**Run 1: selected gate families**

(2 px per um)
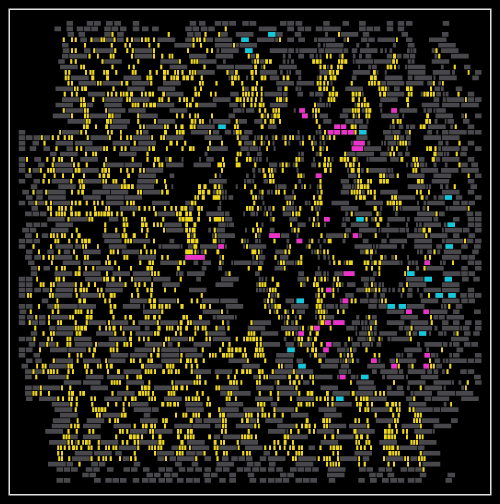
**Run 1: signal wires by layer**

(1.5 px per um) Only two layers are drawn.
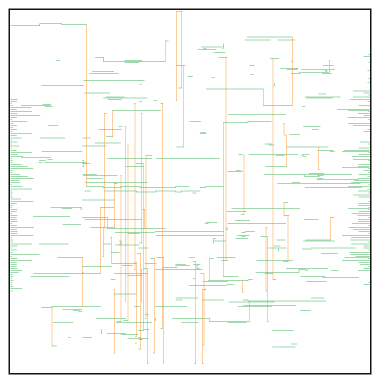
**Run 1: met1 routing**

(1.5 px per um) Supply wires on this layer in gray.
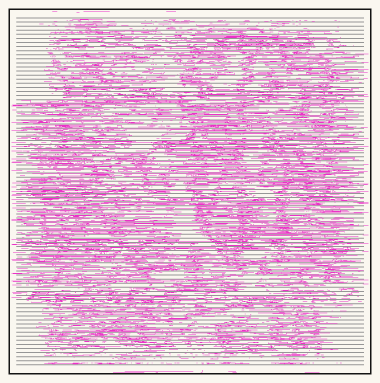
**Run 1: close-up of the layout**

Window x 105 to 135, y 154 to 184 um. Cells in gray, sequential cells in the stronger gray; small squares are vias.
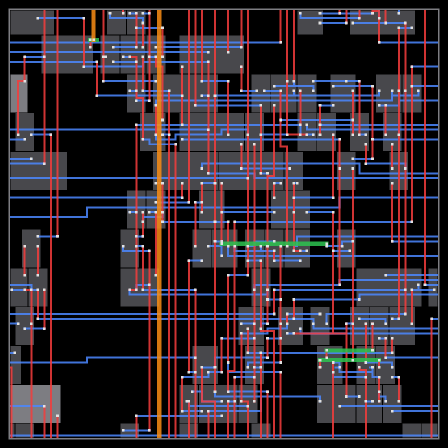
==> config.mk <==
export PLATFORM = sky130hd
export DESIGN_NAME = gost_block_cipher
export DESIGN_NICKNAME = d
export VERILOG_FILES = /design/src/rtl/gost_block_cipher.sv
export SDC_FILE = /design/constraint.sdc
export NUM_CORES = 1
export LEC_CHECK = 0
export ABC_AREA = 1
export CORE_AREA = 4 4 236 238
export CTS_CLUSTER_SIZE = 10
export DETAILED_ROUTE_END_ITERATION = 12
export DIE_AREA = 0 0 240 242
export PLACE_DENSITY_LB_ADDON = 0.1
export SETUP_SLACK_MARGIN = 0.2
export SLEW_MARGIN = 5
export SYNTH_ARGS = -nofsm -noshare
export SYNTH_HDL_FRONTEND = slang
export SYNTH_SLANG_ARGS = --single-unit
==> constraint.sdc <==
create_clock -name clock -period 17 [get_ports clock]
set_clock_uncertainty 0.15 [all_clocks]
set_input_delay 4.25 -clock clock [delete_from_list [all_inputs] [get_ports clock]]
set_output_delay 4.25 -clock clock [all_outputs]
set_load 0.1 [all_outputs]
==> results_dict.tcl, run 1 <==
# collected from the flow reports
set metrics [dict create \
    rsz0062_at_grt "no" \
    start_kind "input pin" \
    first_iter_violations 1846 \
    htreeDepth 2 \
    largest_register_ffs 256 \
    fp_nets 3426 \
    timing.fmax_ghz 0.138 \
    cts_resized 0 \
    syn_avg_cell_area_um2 7.23 \
    slew_headroom_pct 24.4 \
    grt_pass1_wl_mm 120 \
    setup_viol 0 \
    cts_hold_buf 0 \
    grt_max_degree 169 \
    grt_pass1_vias 20680 \
    min_period_ps 7260 \
    cts_buffers 47 \
    period_used_pct 42.7 \
    gp_congestion 0.964 \
    fin_area_um2 27600 \
    fin_nets 3741 \
    seqCellArea_um2 9860 \
    synth_stat.cells 3025 \
    crit_fanout 104 \
    cts_tree "built" \
    hpwl_mm 57.1 \
    r2r_cells 28 \
    fillers 5235 \
    ant_nets 0 \
    maxCapViolCount 0 \
    use_met3_pct 3.48 \
    yosysChipArea_um2 21900 \
    r2r_setup_slack_ps 10890 \
    holdPathStages 2 \
    final_max_slew_viol_count 0 \
    grt_busiest_layer "met2" \
    logic_area_um2 10800 \
    ys_types 39 \
    root_buffer "clkbuf_16" \
    die_height_um 242 \
    num_io_pins 390 \
    synth-edff-count 0 \
    area_growth_pct 26.4 \
    hp-class "reg -> reg" \
    drc_errors 0 \
    via_per_inst 5.22 \
    final_layout_size_suffix_gt1_share_pct 3.93 \
    ff_type "dfrtp_1" \
    ys_async_sr_fraction_pct 100 \
    slowest_stage "buf_4" \
    tns_ps 0 \
    ys.flops 394 \
    place_area_um2 26300 \
    gr-usage-met2_pct 40.8 \
    io_buffers 389 \
    path_clk_slew_ps 60 \
    syn_inst 3025 \
    critPathKind "in -> reg" \
    worstPathCellList "clkdlybuf4s50_1, nand2_4, buf_4, buf_4, nand2_1, nand2_1" \
    die_w_um 240 \
    firstDrtPassIters 8 \
    post-cts-setup-buffer-count 0 \
    worst_setup_path_end_kind "register" \
    antenna_found_initial 0 \
    grt-ovfl-total 0 \
    tool_warnings 66 \
    layout_top_cells "nand2_1 (1494), dfrtp_1 (394), clkdlybuf4s50_1 (389)" \
    hold_violations 0 \
    coreArea_um2 53600 \
    synth_warnings 0 \
    fp_util_pct 40.8 \
    tightest_slew_ps 1130 \
    insertion_delay_ps 590 \
    clockBufferDepth 3 \
    num_rows 85 \
    cts_sinks 394 \
    cpPeakStageDelay_ps 910 \
    crit_arrival_ps 7630 \
    ys_seq_share_pct 45.1 \
    antenna_cells 0 \
    synth_area_um2 21900 \
    cp.required_ps 17370 \
    status "completed" \
    die_area_um2 58100 \
]
Back to the opening pictures, 'selected gate families':
Key: cyan = mux cells [cells 22]; magenta = xor and xnor cells [cells 35]; yellow = nand cells [cells 1832, where all over the die]
Comb/total area: 39.3%
final cell count without fillers: 4053
Top cell excl fill/tap: nand2_1

Back to the opening pictures, 'signal wires by layer':
Key: orange = M4 [wire length 2740 um]; green = M3 [wire length 4490 um]
routed vias: 21164
Wirelength per Cell: 19.2 um
total wire length: 78.0 mm
Tot GR Track Use: 26.1%

Back to the opening pictures, 'met1 routing':
The longest straight run is 70.4 um. The wires run mostly horizontal.
met1 Usage GRT: 37.4%

Back to the opening pictures, 'close-up of the layout':
Key: red = M2; orange = M4; blue = M1; green = M3
Most frequent: nand2_1 (25), nor2_1 (7), ha_1 (7). Sequential cells in the window: 0. 66 logic cells have their middle in the window.

-- run 1: Yosys cell counts (all sizes together) (7+ instances only) --
cell / instances / area (um2)
a21oi: 86 / 430
o21ai: 74 / 370
clkbuf: 125 / 469
o21bai: 7 / 52.6
dfrtp: 394 / 9860
nand2: 1507 / 5680
xnor2: 7 / 61.3
a221oi: 32 / 280
ha: 76 / 951
inv: 177 / 664
xor2: 28 / 290
a22oi: 21 / 158
nor3: 8 / 50.1
nor2: 83 / 317
a21boi: 14 / 105
o211ai: 9 / 67.6
buf: 17 / 65.1
nand3: 321 / 1610
mux2: 22 / 248
-- run 1: stage by stage --
stage	hold slack, ps	worst slack (ps)	instances	utilization, %
after floorplan	299	1650	3025	-
after global placement	312	9300	3987	49.1
after detailed placement	315	9230	3987	49.1
after CTS	328	9850	4053	51.5
after global routing	342	9560	4053	51.5
final	324	9740	4053	51.5
-- run 1: routing by layer --
| metal | vias to the layer above | share of wire (%) |
|---|---|---|
| met1 | 10110 | 45 |
| met2 | 715 | 46 |
| li1 | 10230 | - |
| met4 | 0 | 3.5 |
| met5 | - | 0 |
| met3 | 109 | 5.8 |
-- run 1: cell type report --
cell class / instances / share of cell area, %
Inverter: 178 / 2.47
Timing Repair Buffer: 408 / 14.6
Clock buffer: 62 / 4.68
Tap cell: 696 / 3.15
Clock inverter: 4 / 0.136
Sequential cell: 394 / 35.7
Multi-Input combinational cell: 2311 / 39.3
-- run 1: cell families after synthesis --
logic type	synth area share [%]
XOR/XNOR	1.61
AND-OR/OR-AND	6.93
multiplexers	1.13
adder cells (fa/ha/maj)	4.44
buffers and inverters	5.50
AND/OR/NAND/NOR	35.3
flip-flops	45.1
-- run 1: critical path: cells and delay by family --
family	cells	cell delay (ps)
buffers and inverters	3	2290
AND/OR/NAND/NOR	3	920
**Run 1: track usage over the die**

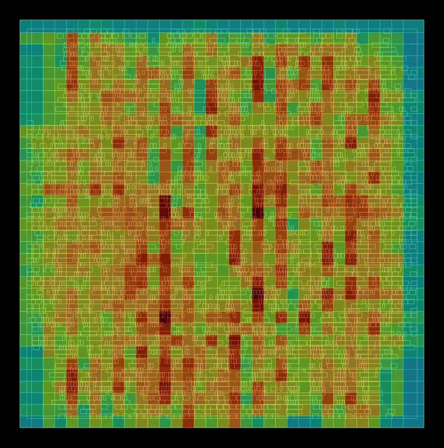

==> inputs of run 2 (changes only) <==
- clock period: 17 -> 7.54 ns (I/O delays scaled with it)
**Run 2: track usage over the die**

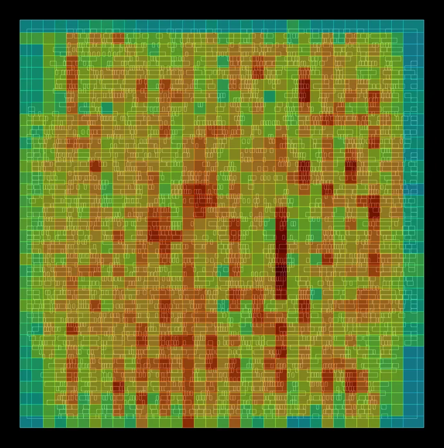
Wirelength per Cell: 19.6 um
grt met2 use: 42.4%
fin util: 51.5%

==> run 2 against run 1 <==
  * Core utilization fell by 0.096 points
  * Critical path depth grew 17
  * First-iteration DRC count is 8.7% higher
  * Non-clock buffer count down 2
  * Critical endpoint is now g_round[0].w_in[57]$_DFFE_PP0P_
  * Hold slack about the same
  * Die size unchanged
  * Final cell count fell by 0.17%
  * Critical path type is now reg -> reg
  * Highest routed layer unchanged
  * Register-to-register slack got worse by 9400 ps
  * Synthesized area unchanged
  * Largest cell class unchanged
==> results_dict.tcl, run 2 <==
# collected from the flow reports
set metrics [dict create \
    status "completed" \
    largest_register_ffs 256 \
    final_max_slew_viol_count 0 \
    die_area_um2 58100 \
    ys_types 39 \
    syn_inst 3025 \
    fp_util_pct 40.8 \
    num_io_pins 390 \
    period_used_pct 80.9 \
    yosysMostFrequentCell "nand2_1" \
    tightest_slew_ps 1300 \
    antenna_found_initial 2 \
    synth_warnings 0 \
    setup_viol 0 \
    fin_nets 3738 \
    seqCellArea_um2 9860 \
    grt_pass1_wl_mm 121 \
    cpPeakStageDelay_ps 840 \
    logic_area_um2 10800 \
    critPathKind "reg -> reg" \
    yosysTopAreaCell "dfrtp_1" \
    synth_stat.cells 3025 \
    fillers 5336 \
    timing.fmax_ghz 0.164 \
    clockBufferDepth 3 \
    drc_errors 0 \
    holdPathStages 2 \
    die_w_um 240 \
    fp_nets 3426 \
    synth-edff-count 0 \
    dpl.cell_count 3985 \
    slowest_stage "inv_1" \
    top_cell_area_share_pct 45.1 \
    area_leaders "dfrtp_1 (45%), nand2_1 (26%), nand3_1 (7.4%)" \
    maxCapViolCount 0 \
    cts_tree "built" \
    cp.required_ps 7880 \
    final_layout_size_suffix_gt1_share_pct 3.73 \
    layout.cells.most_common "nand2_1" \
    worst_setup_path_end_kind "register" \
    ys_async_sr_fraction_pct 100 \
    root_buffer "clkbuf_16" \
    cts_buffers 46 \
    crit_family "simple AND/OR/NAND/NOR gates" \
    ys.flops 394 \
    gp_congestion 0.951 \
    htreeDepth 2 \
    synth_area_um2 21900 \
    cts_sinks 394 \
    min_period_ps 6100 \
    hp-class "reg -> reg" \
    hpwl_mm 58.7 \
    path_clk_slew_ps 60 \
    wirelength_mm 79.3 \
    yosysChipArea_um2 21900 \
    first_iter_violations 2007 \
    grt_pass1_vias 20923 \
    num_rows 85 \
    cp.depth 23 \
    tns_ps 0 \
    insertion_delay_ps 600 \
    grt_max_degree 255 \
]
**Run 2: signal wires by layer**

(1.5 px per um) Only two layers are drawn.
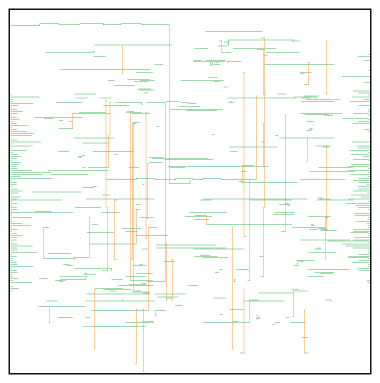
Key: green = M3 [wire length 4850 um]; orange = M4 [wire length 2090 um]
routed vias: 21117
Tot GR Track Use: 26.6%

## run 2: worst register-to-register path, stage by stage, from the launching register on
cell and delay, ps:
dfrtp_1 420, inv_2 100, nand2_2 80, nand2_2 150
xor2_4 830, inv_1 860, nand3_1 300, nand2_1 80
ha_1 230, fa_1 470, nand3_1 120, nand3_1 190
nand3_1 140, nand3_1 150, xor2_1 530, inv_1 180
ha_1 330, inv_1 50, nand2_1 60, o211ai_1 140
nand3_1 110, nand2_1 110, nand2_1 50, a22oi_1 150
## run 2: cells by family after synthesis
logic type | after synthesis | share of synthesized area [%]
AOI/OAI and AO/OA | 250 | 6.93
muxes | 22 | 1.13
and+or+nand+nor | 1927 | 35.3
xor gates and xnor gates | 35 | 1.61
DFF | 394 | 45.1
buffers and inverters | 320 | 5.50
adders and majority gates | 77 | 4.44
## run 2: cell type report
class	instances	share of cell area, %
multi-input cells	2311	39.3
flip-flops and latches	394	35.7
repair buffers	406	14.7
clock buffers	54	4.28
well taps	696	3.16
inverters	178	2.46
clock inverters	5	0.272
diodes	2	0.0181
## run 2: stage by stage
| stage | area (um2) | hold WS (ps) | setup WS [ps] |
|---|---|---|---|
| after floorplan | 21900 | 299 | 203 |
| after global placement | 26300 | 311 | 1850 |
| after detailed placement | 26300 | 315 | 1560 |
| after CTS | 27600 | 330 | 1520 |
| after global routing | 27600 | 340 | 930 |
| final | 27600 | 324 | 1440 |
## run 2: routing by layer
layer / global-route usage (%) / share of wire (%)
met1: 37.9 / 45
met2: 42.4 / 46
met3: 3.65 / 6.1
met4: 7.76 / 2.6
met5: 0 / 0
